Fig. 1: routed metal per tile
The bar under the picture is 20 µm long. 13 x 13 tiles, from black (low) to pale yellow (high), scaled to the fullest tile. Values are wire area over tile area, all layers added.
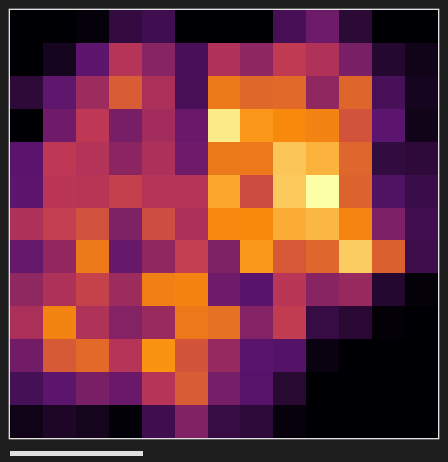
Fig. 2: track usage over the die
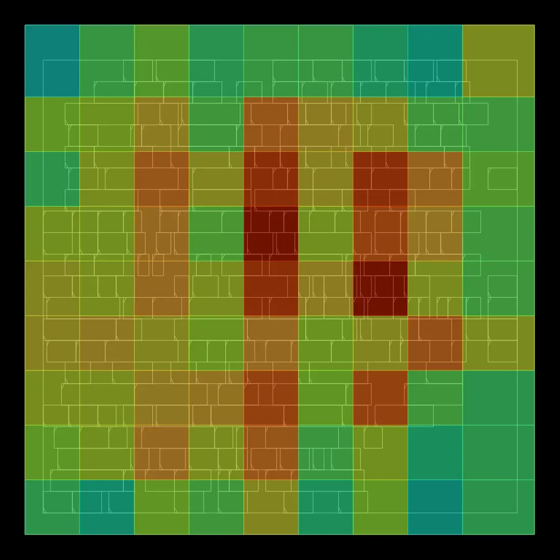
Fig. 3: local utilization
The bar under the picture is 20 µm long. 6 x 6 tiles, from black (low) to pale yellow (high), 0 to 100% covered.
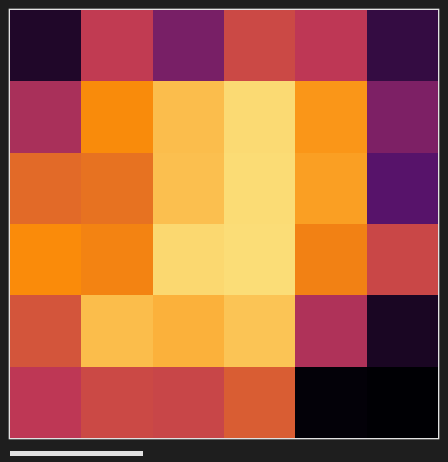
Fig. 4: metal 2
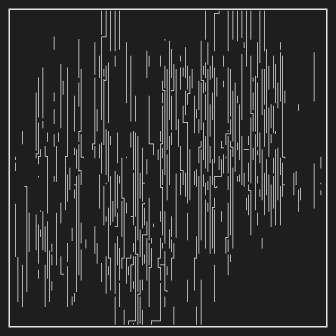
Fig. 5: met1 routing
The bar under the picture is 20 µm long.
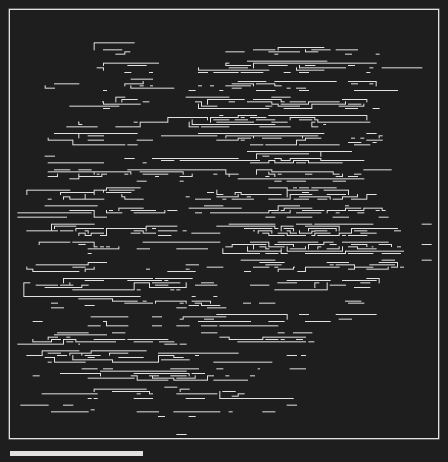
## src/rtl/hazard_scoreboard.sv

```systemverilog
// ID-stage hazard scoreboard: tracks in-flight destinations, drives stall and operand bypass selects.
// Latency: stall/issue/fwd_sel are combinational from slot state; slots advance one stage per cycle.
// Backpressure: stall holds PC/IF/ID and injects a bubble into EXE; flush drops ID and the youngest slots.
module hazard_scoreboard #(
    parameter int REG_ADDR_W = 5,
    parameter int WB_STAGE   = 3,
    parameter int SEL_W      = 2,
    parameter int FWD_EN     = 1,
    parameter int FLUSH_AGE  = 1,
    parameter int CNT_W      = 16
) (
    input  logic                  clk,
    input  logic                  reset,
    input  logic                  id_valid,
    input  logic [REG_ADDR_W-1:0] rs1,
    input  logic [REG_ADDR_W-1:0] rs2,
    input  logic                  rs1_used,
    input  logic                  rs2_used,
    input  logic [REG_ADDR_W-1:0] rd,
    input  logic                  rd_valid,
    input  logic [SEL_W-1:0]      lat,
    input  logic                  flush,
    output logic                  stall,
    output logic                  issue,
    output logic [SEL_W-1:0]      fwd_sel1,
    output logic [SEL_W-1:0]      fwd_sel2,
    output logic [CNT_W-1:0]      stall_count
);

    localparam logic [SEL_W-1:0] WB_SEL = SEL_W'(WB_STAGE);

    logic [WB_STAGE:1]     slot_v;
    logic [REG_ADDR_W-1:0] slot_rd  [1:WB_STAGE];
    logic [SEL_W-1:0]      slot_lat [1:WB_STAGE];

    logic             hit1, hit2, haz1, haz2;
    logic [SEL_W-1:0] m1, m2, ml1, ml2, lat_n;

    // Scan oldest to youngest so the youngest matching producer is the one that sticks (WAW).
    always_comb begin
        hit1 = 1'b0;
        hit2 = 1'b0;
        m1   = '0;
        m2   = '0;
        ml1  = '0;
        ml2  = '0;
        for (int k = WB_STAGE; k >= 1; k--) begin
            if (slot_v[k] && slot_rd[k] == rs1) begin
                hit1 = 1'b1;
                m1   = SEL_W'(k);
                ml1  = slot_lat[k];
            end
            if (slot_v[k] && slot_rd[k] == rs2) begin
                hit2 = 1'b1;
                m2   = SEL_W'(k);
                ml2  = slot_lat[k];
            end
        end
        hit1 = hit1 & rs1_used & (rs1 != '0);
        hit2 = hit2 & rs2_used & (rs2 != '0);
        if (FWD_EN != 0) begin
            haz1 = hit1 && (m1 < ml1);
            haz2 = hit2 && (m2 < ml2);
        end else begin
            haz1 = hit1 && (m1 < WB_SEL);
            haz2 = hit2 && (m2 < WB_SEL);
        end
        fwd_sel1 = (FWD_EN != 0 && hit1 && !haz1) ? m1 : '0;
        fwd_sel2 = (FWD_EN != 0 && hit2 && !haz2) ? m2 : '0;
    end

    always_comb begin
        if (lat == '0)
            lat_n = SEL_W'(1);
        else if (lat > WB_SEL)
            lat_n = WB_SEL;
        else
            lat_n = lat;
    end

    assign stall = id_valid & ~flush & (haz1 | haz2);
    assign issue = id_valid & ~stall & ~flush;

    always_ff @(posedge clk or posedge reset) begin
        if (reset) begin
            slot_v      <= '0;
            stall_count <= '0;
        end else begin
            slot_v[1] <= issue & rd_valid & (rd != '0);
            // Flush kills the youngest FLUSH_AGE in-flight slots; older ones retire normally.
            for (int k = 2; k <= WB_STAGE; k++)
                slot_v[k] <= slot_v[k-1] & ~(flush && (k - 1 <= FLUSH_AGE));
            if (stall && stall_count != '1)
                stall_count <= stall_count + CNT_W'(1);
        end
    end

    // Payload is qualified by slot_v, so it needs no reset.
    always_ff @(posedge clk) begin
        slot_rd[1]  <= rd;
        slot_lat[1] <= lat_n;
        for (int k = 2; k <= WB_STAGE; k++) begin
            slot_rd[k]  <= slot_rd[k-1];
            slot_lat[k] <= slot_lat[k-1];
        end
    end

endmodule

```

## config.mk

```make
export PLATFORM = sky130hd
export DESIGN_NAME = hazard_scoreboard
export DESIGN_NICKNAME = d
export VERILOG_FILES = /design/src/rtl/hazard_scoreboard.sv
export SDC_FILE = /design/constraint.sdc
export NUM_CORES = 1
export LEC_CHECK = 0
export CAP_MARGIN = 20
export CORE_MARGIN = 2
export CORE_UTILIZATION = 52
export CTS_BUF_LIST = sky130_fd_sc_hd__clkbuf_8 sky130_fd_sc_hd__clkbuf_16
export CTS_CLUSTER_SIZE = 10
export DETAILED_ROUTE_END_ITERATION = 7
export PLACE_DENSITY = 0.85
export SLEW_MARGIN = 25
export SYNTH_ARGS = -nofsm -noshare
export SYNTH_HDL_FRONTEND = slang
export SYNTH_SLANG_ARGS = --single-unit
```

## constraint.sdc

```tcl
create_clock -name clk -period 5.5 [get_ports clk]
set_input_delay 0.825 -clock clk [delete_from_list [all_inputs] [get_ports clk]]
set_output_delay 0.825 -clock clk [all_outputs]
set_load 0.05 [all_outputs]
```

==> metrics.cfg <==
[yosys]
synth_cells=174
yosys_warnings=0
ys_cells=174

[pwr]
leakagePower_nw=0.993
irDropWorstVdd_v=0.000181
p_sw_share_pct=23.8
pwr-share-clk_pct=33.2
p_per_area_nw_per_um2=219

[grt]
gr-total-overflow=0
grt_pass1_vias=1498
grt_pass1_wl_um=7000
grt_start_max_net_pins=20

[critical_path]
path_common_cell=nor2_1
max_stage_delay_ns=0.81
required_ns=4.68
crit_family=buffers and inverters
crit_chain=clkdlybuf4s50_1 -> xnor2_1 -> nand3_1 -> nor3_2 -> nand2_1 -> o221ai_1 -> o21ai_0 -> ha_1 -> nor2_1 -> a31oi_1 -> a211oi_2 -> nor2_1 -> nor2_1 -> clkdlybuf4s50_1
cp-end-kind=output pin

[floorplanning]
dieArea_um2=4130

[final_timing]
fmax_mhz=192
rsz0062_at_grt=false
slew_viol_final=0
period_used_pct=94.6
finalSetupTns_ns=0

[clock_tree]
clkSinkCount=39
tritoncts=yes
clock_latency_ns=0.29

[layout]
diodes=0

[status]
status=completed

[place]
io_buffers=45
place_hpwl_um=3320
gp_congestion=0.954

[drt]
wire_per_inst_um=16.3
viasPerCell=5.48
drt_iter0_drc=105
drc=0

[flow_run]
cap_violations=0

[hold_path]
hold_class=register to register

Back to the opening pictures, Fig. 1:
The fullest tile reaches 0.46. 30% of the tiles are over half the peak. The emptiest ninth of the die: lower right. The densest ninth of the die: centre. The mean over all tiles is 0.17.
final WL: 4380 µm
Vias: 1,474
GRT Overall Usage: 22.5%

Back to the opening pictures, Fig. 2:
GR Util met2: 36.3%
met1 usage: 28.8%

Back to the opening pictures, Fig. 3:
The emptiest ninth of the die: lower right. 31% of the tiles are over 75% full. The densest ninth of the die: centre.
final core occ: 71.6%
FP Util: 55.3%
core footprint: 3420 µm²

Back to the opening pictures, Fig. 4:
229 nets have wire on it. The longest straight run is 23.5 µm.

Back to the opening pictures, Fig. 5:
226 nets have wire on it. The wires run mostly horizontal. The layer carries 1,890 µm of wire.

## final timing paths
| kind | from | endpoint | slack, ns | depth (start not counted) |
|---|---|---|---|---|
| max in group asynchronous | reset | slot_v[1] | 4.11 | 2 |
| max | rs2[3] | stall | 0.30 | 14 |
| min | slot_lat[0][2] | slot_lat[0][4] | 0.33 | 0 |
| min reg2reg | slot_lat[0][2] | slot_lat[0][4] | 0.33 | 0 |
| max reg2reg | slot_rd[0][13] | stall_count[1] | 2.36 | 12 |
| min in group asynchronous | reset | stall_count[14] | 0.95 | 2 |
## sequential cells by signal, indices dropped and copies added (netlist names)
| signal | cells |
|---|---|
| slot_lat | 5 |
| slot_rd | 15 |
| stall_count | 16 |
| slot_v | 3 |
## synth_stat cells (all sizes together) (3+ instances only)
library cell  number  share of area, %
nand2b             3              0.99
xnor2             23                11
nor2               7               1.4
nor3               4               1.9
nand4              6               2.0
a21oi              4               1.1
o21ai              3              0.79
and3               8               2.9
dfrtp             19                25
ha                 3               2.0
nor4               4               1.7
xor2              22                10
nand2              6               1.2
dfxtp             20                21
nand3             12               4.8
inv                4              0.79
## through the flow
stage	instances	power (mW)	setup slack [ns]	hold WS (ns)	utilization [%]
after global placement	261	0.360	0.437	0.316	69.2
final	269	0.535	0.297	0.329	71.6
after floorplan	174	0.332	0.213	0.310	-
after global routing	269	0.555	0.0958	0.337	71.6
after CTS	269	0.537	0.324	0.333	71.6
after detailed placement	261	0.362	0.350	0.317	69.2
## final cells by class
class                      instances  area [µm²]  area share (%)
clock inverter                     3        12.5           0.512
timing repair buffer              45         450            18.4
tap                               46        57.6            2.35
multi-input combinational        127         966            39.5
inverter                           4        15.0           0.614
sequential                        39         876            35.8
clock buffer                       5        68.8            2.81
## layer usage
metal / global-route usage, % / vias to the layer above
li1: - / 704
met5: 0 / -
met1: 28.8 / 728
met4: 9.31 / 0
met3: 5.63 / 6
met2: 36.3 / 36
## power by group through the flow
stage	clock, mW	combinational, mW	sequential (mW)
after detailed placement	0	0.0555	0.307
after floorplan	0	0.0276	0.305
after CTS	0.180	0.0561	0.301
after global placement	0	0.0534	0.306
final	0.177	0.0560	0.301
after global routing	0.193	0.0606	0.302
## cell families (layout without fill, tap and decap cells)
logic type               Yosys count  in the layout  synth area share (%)
AND/OR/NAND/NOR                   60             60                  20.6
AND-OR/OR-AND                     17             17                  6.56
flip-flops                        39             39                  46.4
multiplexers                       2              2                  1.13
adder cells (fa/ha/maj)            3              3                  1.99
XOR/XNOR                          45             45                  20.9
buffers and inverters              8             57                  2.52
Power is estimated from default activity; no workload was simulated.
